Figure 1. Clock wiring as the flow saved it.
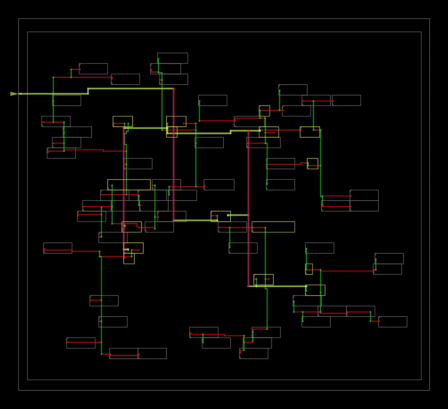
Figure 2. Clock distribution.
The bar under the picture is 20 um long.
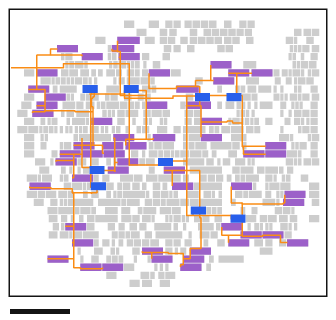
Figure 3. Signal wires on met3.
Cells faint in the background.
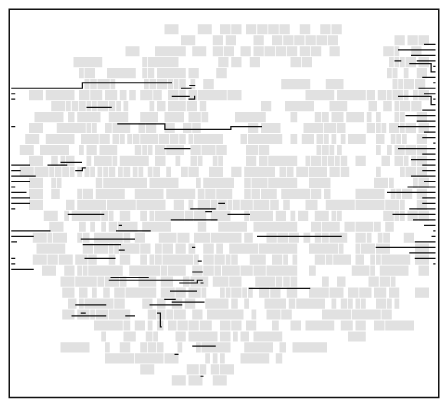
Figure 4. Wire density map.
The bar under the picture is 20 um long. The die is cut into 21 by 19 equal tiles; white is low, dark blue is high, scaled to the fullest tile. Values are wire area over tile area, all layers added.
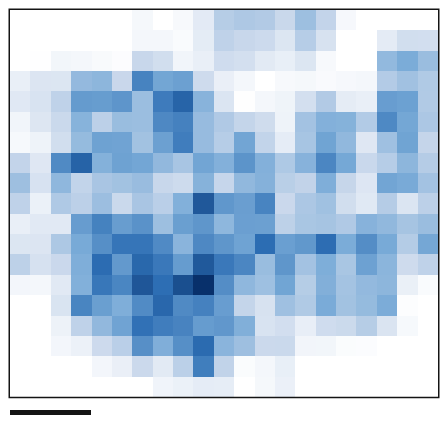
Figure 5. Close-up of the layout.
Region (33, 28) to (73, 68) um. Cells in grey, sequential cells in the stronger grey; small squares are vias.
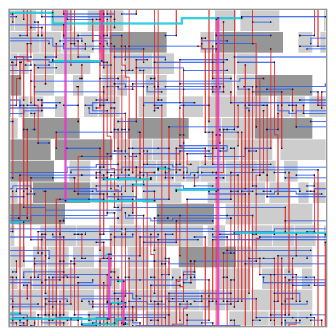
File: src/rtl/systolic_sched_pkg.sv
// Shared types for the systolic scheduler: FSM state encoding and legal kernel sizes.
package sys_pkg;

    typedef enum logic [2:0] {
        IDLE   = 3'd0,
        LOAD_W = 3'd1,
        STREAM = 3'd2,
        DRAIN  = 3'd3,
        NEXT   = 3'd4
    } state_e;

    localparam logic [4:0] WDIM_2X2 = 5'd4;
    localparam logic [4:0] WDIM_3X3 = 5'd9;
    localparam logic [4:0] WDIM_4X4 = 5'd16;
    localparam logic [4:0] WDIM_5X5 = 5'd25;

    function automatic logic wdim_legal(input logic [4:0] dim);
        return (dim == WDIM_2X2) || (dim == WDIM_3X3) || (dim == WDIM_4X4) || (dim == WDIM_5X5);
    endfunction

endpackage

File: src/rtl/systolic_sched_if.sv
// Job control, buffer handshakes and array controls between a job master and the systolic scheduler.
interface systolic_sched_if #(
    parameter int COL   = 32,
    parameter int ACT_W = 10
);
    logic             start;
    logic             abort;
    logic [4:0]       cfg_weight_dim;
    logic [7:0]       cfg_num_tiles;
    logic [ACT_W-1:0] cfg_act_len;
    logic             wgt_valid;
    logic             act_valid;
    logic             out_ready;
    logic             busy;
    logic             done;
    logic             cfg_err;
    logic [7:0]       tile_idx;
    logic [COL-1:0]   w_ps;
    logic [COL-1:0]   out_en;
    logic             wgt_rd;
    logic             act_rd;

    modport master (
        output start, abort, cfg_weight_dim, cfg_num_tiles, cfg_act_len,
        output wgt_valid, act_valid, out_ready,
        input  busy, done, cfg_err, tile_idx, w_ps, out_en, wgt_rd, act_rd
    );

    modport slave (
        input  start, abort, cfg_weight_dim, cfg_num_tiles, cfg_act_len,
        input  wgt_valid, act_valid, out_ready,
        output busy, done, cfg_err, tile_idx, w_ps, out_en, wgt_rd, act_rd
    );
endinterface

File: src/rtl/systolic_sched_beat_cnt.sv
// Loadable beat down-counter; load wins over enable and the count holds at zero.
// Latency: one cycle from load/enable to count; no backpressure of its own.
module sched_beat_cnt #(
    parameter int W = 8
) (
    input  logic         clk,
    input  logic         rst,
    input  logic         load_i,
    input  logic         en_i,
    input  logic [W-1:0] val_i,
    output logic [W-1:0] cnt_o,
    output logic         zero_o
);
    logic [W-1:0] cnt_q, cnt_d;

    always_comb begin
        cnt_d = cnt_q;
        if (load_i)
            cnt_d = val_i;
        else if (en_i && (cnt_q != '0))
            cnt_d = cnt_q - 1'b1;
    end

    always_ff @(posedge clk) begin
        if (rst)
            cnt_q <= '0;
        else
            cnt_q <= cnt_d;
    end

    assign cnt_o  = cnt_q;
    assign zero_o = (cnt_q == '0);
endmodule

File: src/rtl/systolic_sched.sv
// Systolic array tile scheduler: weight load, activation stream and column drain per tile.
// Latency: first LOAD_W cycle follows start; done is a registered pulse one cycle after the last NEXT.
// Backpressure: each phase advances only on wgt_valid / act_valid / out_ready; stall_cnt exists with SYSTOLIC_SCHED_PERF_EN.
module systolic_sched
    import sys_pkg::*;
#(
    parameter int COL   = 32,
    parameter int ACT_W = 10
) (
    input  logic            clk,
    input  logic            rst,
    systolic_sched_if.slave bus
`ifdef SYSTOLIC_SCHED_PERF_EN
    ,
    output logic [15:0]     stall_cnt
`endif
);
    localparam int             DW      = $clog2(COL + 1);
    localparam logic [COL-1:0] COL_ONE = COL'(1);

    state_e           state_q, state_d;
    logic [4:0]       wdim_q, wdim_d;
    logic [7:0]       ntiles_q, ntiles_d;
    logic [ACT_W-1:0] alen_q, alen_d;
    logic [7:0]       tile_q, tile_d;
    logic             done_q, done_d;
    logic             err_q, err_d;

    logic             w_beat, a_beat, d_beat;
    logic             w_zero, a_zero, d_zero;
    logic [4:0]       wcnt_unused;
    logic [ACT_W-1:0] acnt_unused;
    logic [DW-1:0]    dcnt;

    assign w_beat = (state_q == LOAD_W) && bus.wgt_valid;
    assign a_beat = (state_q == STREAM) && bus.act_valid;
    assign d_beat = (state_q == DRAIN)  && bus.out_ready;

    // Counters preload beats-minus-one whenever their phase is inactive, so zero marks the final beat.
    sched_beat_cnt #(.W(5)) u_wcnt (
        .clk    (clk),
        .rst    (rst),
        .load_i (state_q != LOAD_W),
        .en_i   (w_beat),
        .val_i  (wdim_d - 5'd1),
        .cnt_o  (wcnt_unused),
        .zero_o (w_zero)
    );

    sched_beat_cnt #(.W(ACT_W)) u_acnt (
        .clk    (clk),
        .rst    (rst),
        .load_i (state_q != STREAM),
        .en_i   (a_beat),
        .val_i  (alen_d - 1'b1),
        .cnt_o  (acnt_unused),
        .zero_o (a_zero)
    );

    sched_beat_cnt #(.W(DW)) u_dcnt (
        .clk    (clk),
        .rst    (rst),
        .load_i (state_q != DRAIN),
        .en_i   (d_beat),
        .val_i  (DW'(COL - 1)),
        .cnt_o  (dcnt),
        .zero_o (d_zero)
    );

    always_comb begin
        state_d  = state_q;
        wdim_d   = wdim_q;
        ntiles_d = ntiles_q;
        alen_d   = alen_q;
        tile_d   = tile_q;
        done_d   = 1'b0;
        err_d    = 1'b0;
        if (bus.abort) begin
            state_d = IDLE;
            tile_d  = '0;
        end else begin
            case (state_q)
                IDLE: begin
                    if (bus.start) begin
                        if (!wdim_legal(bus.cfg_weight_dim)) begin
                            err_d = 1'b1;
                        end else begin
                            wdim_d   = bus.cfg_weight_dim;
                            ntiles_d = bus.cfg_num_tiles;
                            alen_d   = bus.cfg_act_len;
                            tile_d   = '0;
                            if (bus.cfg_num_tiles == '0)
                                done_d = 1'b1;
                            else
                                state_d = LOAD_W;
                        end
                    end
                end
                LOAD_W: begin
                    if (w_beat && w_zero)
                        state_d = (alen_q == '0) ? DRAIN : STREAM;
                end
                STREAM: begin
                    if (a_beat && a_zero)
                        state_d = DRAIN;
                end
                DRAIN: begin
                    if (d_beat && d_zero)
                        state_d = NEXT;
                end
                NEXT: begin
                    tile_d = tile_q + 8'd1;
                    if (({1'b0, tile_q} + 9'd1) < {1'b0, ntiles_q}) begin
                        state_d = LOAD_W;
                    end else begin
                        state_d = IDLE;
                        done_d  = 1'b1;
                    end
                end
                default: state_d = IDLE;
            endcase
        end
    end

    always_ff @(posedge clk) begin
        if (rst) begin
            state_q  <= IDLE;
            wdim_q   <= WDIM_2X2;
            ntiles_q <= '0;
            alen_q   <= '0;
            tile_q   <= '0;
            done_q   <= 1'b0;
            err_q    <= 1'b0;
        end else begin
            state_q  <= state_d;
            wdim_q   <= wdim_d;
            ntiles_q <= ntiles_d;
            alen_q   <= alen_d;
            tile_q   <= tile_d;
            done_q   <= done_d;
            err_q    <= err_d;
        end
    end

    // Combinational outputs are gated by rst so they read idle for the whole reset window.
    assign bus.busy     = !rst && (state_q != IDLE);
    assign bus.done     = done_q;
    assign bus.cfg_err  = err_q;
    assign bus.tile_idx = tile_q;
    assign bus.w_ps     = (!rst && ((state_q == STREAM) || (state_q == DRAIN))) ? '0 : '1;
    assign bus.out_en   = (!rst && (state_q == DRAIN)) ? (COL_ONE << (DW'(COL - 1) - dcnt)) : '0;
    assign bus.wgt_rd   = !rst && w_beat;
    assign bus.act_rd   = !rst && a_beat;

`ifdef SYSTOLIC_SCHED_PERF_EN
    logic [15:0] stall_q, stall_d;
    logic        stalled;

    assign stalled = ((state_q == LOAD_W) && !bus.wgt_valid) ||
                     ((state_q == STREAM) && !bus.act_valid) ||
                     ((state_q == DRAIN)  && !bus.out_ready);

    always_comb begin
        stall_d = stall_q;
        if ((state_q == IDLE) && bus.start && !bus.abort)
            stall_d = '0;
        else if (stalled && (stall_q != 16'hFFFF))
            stall_d = stall_q + 16'd1;
    end

    always_ff @(posedge clk) begin
        if (rst)
            stall_q <= '0;
        else
            stall_q <= stall_d;
    end

    assign stall_cnt = stall_q;
`endif
endmodule

File: src/flat_wrapper.sv
// flat-port wrapper written by rule: the top's interface ports become plain ports
module systolic_sched_flat import sys_pkg::*;
#(
    parameter int COL   = 32,
    parameter int ACT_W = 10
)
  (clk, rst, bus_start, bus_abort, bus_cfg_weight_dim, bus_cfg_num_tiles, bus_cfg_act_len, bus_wgt_valid, bus_act_valid, bus_out_ready, bus_busy, bus_done, bus_cfg_err, bus_tile_idx, bus_w_ps, bus_out_en, bus_wgt_rd, bus_act_rd);
  systolic_sched_if #(.COL(COL), .ACT_W(ACT_W)) bus_i ();
  input  logic clk;
  input  logic rst;
  input wire logic [$bits(bus_i.start)-1:0] bus_start;
  input wire logic [$bits(bus_i.abort)-1:0] bus_abort;
  input wire logic [$bits(bus_i.cfg_weight_dim)-1:0] bus_cfg_weight_dim;
  input wire logic [$bits(bus_i.cfg_num_tiles)-1:0] bus_cfg_num_tiles;
  input wire logic [$bits(bus_i.cfg_act_len)-1:0] bus_cfg_act_len;
  input wire logic [$bits(bus_i.wgt_valid)-1:0] bus_wgt_valid;
  input wire logic [$bits(bus_i.act_valid)-1:0] bus_act_valid;
  input wire logic [$bits(bus_i.out_ready)-1:0] bus_out_ready;
  output wire logic [$bits(bus_i.busy)-1:0] bus_busy;
  output wire logic [$bits(bus_i.done)-1:0] bus_done;
  output wire logic [$bits(bus_i.cfg_err)-1:0] bus_cfg_err;
  output wire logic [$bits(bus_i.tile_idx)-1:0] bus_tile_idx;
  output wire logic [$bits(bus_i.w_ps)-1:0] bus_w_ps;
  output wire logic [$bits(bus_i.out_en)-1:0] bus_out_en;
  output wire logic [$bits(bus_i.wgt_rd)-1:0] bus_wgt_rd;
  output wire logic [$bits(bus_i.act_rd)-1:0] bus_act_rd;
  assign bus_i.start = bus_start;
  assign bus_i.abort = bus_abort;
  assign bus_i.cfg_weight_dim = bus_cfg_weight_dim;
  assign bus_i.cfg_num_tiles = bus_cfg_num_tiles;
  assign bus_i.cfg_act_len = bus_cfg_act_len;
  assign bus_i.wgt_valid = bus_wgt_valid;
  assign bus_i.act_valid = bus_act_valid;
  assign bus_i.out_ready = bus_out_ready;
  assign bus_busy = bus_i.busy;
  assign bus_done = bus_i.done;
  assign bus_cfg_err = bus_i.cfg_err;
  assign bus_tile_idx = bus_i.tile_idx;
  assign bus_w_ps = bus_i.w_ps;
  assign bus_out_en = bus_i.out_en;
  assign bus_wgt_rd = bus_i.wgt_rd;
  assign bus_act_rd = bus_i.act_rd;
  systolic_sched #(.COL(COL), .ACT_W(ACT_W)) u_core (.clk(clk), .rst(rst), .bus(bus_i));
endmodule
File: config.mk
export PLATFORM = sky130hd
export DESIGN_NAME = systolic_sched_flat
export DESIGN_NICKNAME = d
export VERILOG_FILES = /design/src/rtl/systolic_sched_pkg.sv /design/src/rtl/systolic_sched_if.sv /design/src/rtl/systolic_sched_beat_cnt.sv /design/src/rtl/systolic_sched.sv /design/src/flat_wrapper.sv
export SDC_FILE = /design/constraint.sdc
export NUM_CORES = 1
export LEC_CHECK = 0
export CAP_MARGIN = 10
export CORE_ASPECT_RATIO = 0.9
export CORE_MARGIN = 2
export CORE_UTILIZATION = 40
export CTS_CLUSTER_SIZE = 40
export DETAILED_ROUTE_END_ITERATION = 10
export GPL_TIMING_DRIVEN = 1
export PLACE_DENSITY = 0.76
export SETUP_SLACK_MARGIN = 0.05
export SYNTH_ARGS = -nofsm -noshare
export SYNTH_HDL_FRONTEND = slang
export SYNTH_SLANG_ARGS = --single-unit
export TNS_END_PERCENT = 5
File: constraint.sdc
create_clock -name clk -period 2.4 [get_ports clk]
set_input_delay 0.24 -clock clk [delete_from_list [all_inputs] [get_ports clk]]
set_output_delay 0.24 -clock clk [all_outputs]
set_load 0.03 [all_outputs]
==> notes.md <==
fresh numbers from the pnr run: Worst R2R Setup Slack about 29 ps, crit-path cells buf_6, nor3_4, nand2b_1, buf_12, o21ai_4, a31oi_4, clkinv_2, ha_4, nand4_1, nor3_2, nand3_1, a311oi_1, pin count of the biggest net entering global routing 33, and+or+nand+nor area frac between 20% and 30%, dpl cells approximately 720, final hold violations 0, 1st-iter DRT viols around 300, Via density between 5 and 6, Unique cell types 67, H-tree depth 3, synth top area cells dfxtp_1 (30%), nor2_1 (8.9%), buf_4 (6.4%), a21oi_1 (5.3%), nand2_1 (5.1%), final period utilization between 90% and 100%, GR Util met2 38.0%, hold-critical path depth 3, Slowest cell on crit path dfxtp_4, Largest logic family simple AND/OR/NAND/NOR gates, final WL ~11000 um, Async SR Flop Fraction 0%, area growth from synthesis to layout 42.4%, top sig layer met4, adder-cell share of the synthesized area ~5%, Int Power 0.00174 W, Worst Tran Pin Value about 590 ps, Top cell excl fill/tap buf_4, Seq cells post-synth approximately 57, Post-synth EDFFs 0, Worst Hold End u_core.wdim_q[4], final hold slack 390 ps, YS chip area about 3800 um2, Fin Clk Skew between 8 and 9 ps, met3 track demand over resource ~4.3%, I/O pins between 100 and 150, arrival time worst endpoint around 2600 ps, M1 GR Usage 25.7%, Worst setup SP type flop, Mapped Area roughly 3800 um2, mux frac, synth less than 1%, Fmax around 420 MHz, Final Power ~0.0024 W, layout cells sized above 1 roughly a third, Tot GR Track Use 21.2%, crit path to u_core.u_acnt.cnt_o[8], Synth Seq Share between 30% and 40%, Log Warnings 32, CTS root buffer clkbuf_8, clock sinks between 50 and 60, status completed, Seq pwr share a little over two fifths, Hold Path Origin bus_cfg_weight_dim[4], Peak VDD IR about 0.00028 V, HP Class in -> reg, Reg-to-Reg End u_core.u_acnt.cnt_o[8], WL met1 4940 um, GRT overflow 0, Biggest consumer registers, GRT Max-Usage Layer met2, Complex Gates by Area between 20% and 30%, Clk pin slew, worst setup/hold paths about 70 ps, first-pass GRT wire length approximately 17000 um, Final Instance Count excl. Fillers 744, area share, top type 30.4%, PwrDens ~440 nW/um2, Critical R2R Launch u_core.state_q[2], placed instance area ~5000 um2, DR DRC count 0, Critical Path Source u_core.state_q[2], setup repair after global routing missed its margin yes, Worst path depth 12, drt pass-1 iters 4, # Cells Yosys between 400 and 500, max cap viols 0, switching share of power a little over a quarter, WS Path Type reg -> reg, final setup vio count 0, met2 routed WL about 5300 um, GP Congestion around 0.90, Diodes inserted 0, WP data required about 2700 ps, core area around 9100 um2, Top FF cell, synth dfxtp_1, die height approximately 96 um, Final TNS setup 0 ps, path depth of the worst reg2reg path 12, initial antenna violation count 0, routed length per instance roughly 15 um, CTS Buf Count 9, Post-DRT Antenna Nets 0, Logic pwr share between 10 and 15%, Synthesis Warnings 0, max_slew headroom 60.7%, routed length on met3 around 560 um, Syn Area/Cell 7.60 um2, most frequent cells in the layout buf_4 (123), nor2_1 (86), dfxtp_1 (52), die width about 110 um
About Figure 1:
clock insertion delay at the later pin of the skew report: 340 ps
P_clk: 0.000997 W
CLK BUF: 9

About Figure 2:
[flip-flops] purple | count: 57
[clock wires] orange | length: 808 um
[clock-net drivers] blue | count: 9
routed clock nets: 10

About Figure 3:
main direction: horizontal
nets with wire on the layer: 91
share of all routed wire: 5.1%
wire length on this layer: 564 um

About Figure 4:
emptiest ninth of the die: lower right
mean over tiles: 0.17
tiles over half the peak: 23%
fullest tile: 0.57
nearly empty tiles: 16%

About Figure 5:
[M2] red
[M3] cyan
[M1] blue
[M4] magenta
netlist names of flops here include: u_core.alen_q (6), u_core.ntiles_q (2), u_core.state_q (2)
sequential cells in the window: 13
cells with their middle in the window: 136
most frequent: buf_4 (22), a21oi_1 (11), dfxtp_1 (11)

==> flip-flops by register name, indices dropped and copies added, names as in the netlist <==
register             count
u_core.u_acnt.cnt_o     10
u_core.bus.cfg_err       1
u_core.wdim_q            5
u_core.ntiles_q          8
u_core.state_q           3
u_core.bus.tile_idx      8
u_core.bus.done          1
u_core.alen_q           10
u_core.u_wcnt.cnt_o      5
u_core.u_dcnt.cnt_o      6
==> metrics by stage <==
stage | worst slack, ps | utilization [%]
2_1_floorplan | -38.7 | -
3_3_place_gp | -454 | 53.9
3_5_place_dp | -523 | 53.9
4_1_cts | 74.2 | 57.3
5_1_grt | -67.9 | 58.6
6_report | 29.1 | 58.6
==> cell usage after synthesis, drive strengths merged, types with 2 or more instances <==
cell type / instances
nor2: 89
or3: 3
or3b: 2
nand2: 52
o211ai: 3
xnor2: 11
nor4b: 4
mux2i: 2
a21o: 3
nand3b: 2
nor3b: 3
a31oi: 11
dfxtp: 57
or2: 3
a22oi: 3
inv: 14
and3: 4
a31o: 4
o21ai: 21
o21a: 2
clkbuf: 17
nor4: 12
nand2b: 4
ha: 15
a211oi: 9
xor2: 5
and2: 2
and3b: 2
nand3: 18
buf: 41
a21oi: 42
nor3: 12
a311oi: 5
nand4: 6
==> layout make-up <==
| type | instances | area [um2] | area share [%] |
|---|---|---|---|
| Sequential cell | 57 | 1150 | 21.5 |
| Inverter | 15 | 57.6 | 1.08 |
| Multi-Input combinational cell | 364 | 2370 | 44.3 |
| Tap cell | 122 | 153 | 2.86 |
| Clock inverter | 7 | 95.1 | 1.78 |
| Timing Repair Buffer | 170 | 1400 | 26.1 |
| Clock buffer | 9 | 124 | 2.32 |
==> timing repair <==
item	CTS	global route
hold buffers	0	0
pin swaps	2	15
setup endpoints to repair	12	42
buffers inserted	0	5
gates resized	17	34
Power and IR drop assume default switching activity.
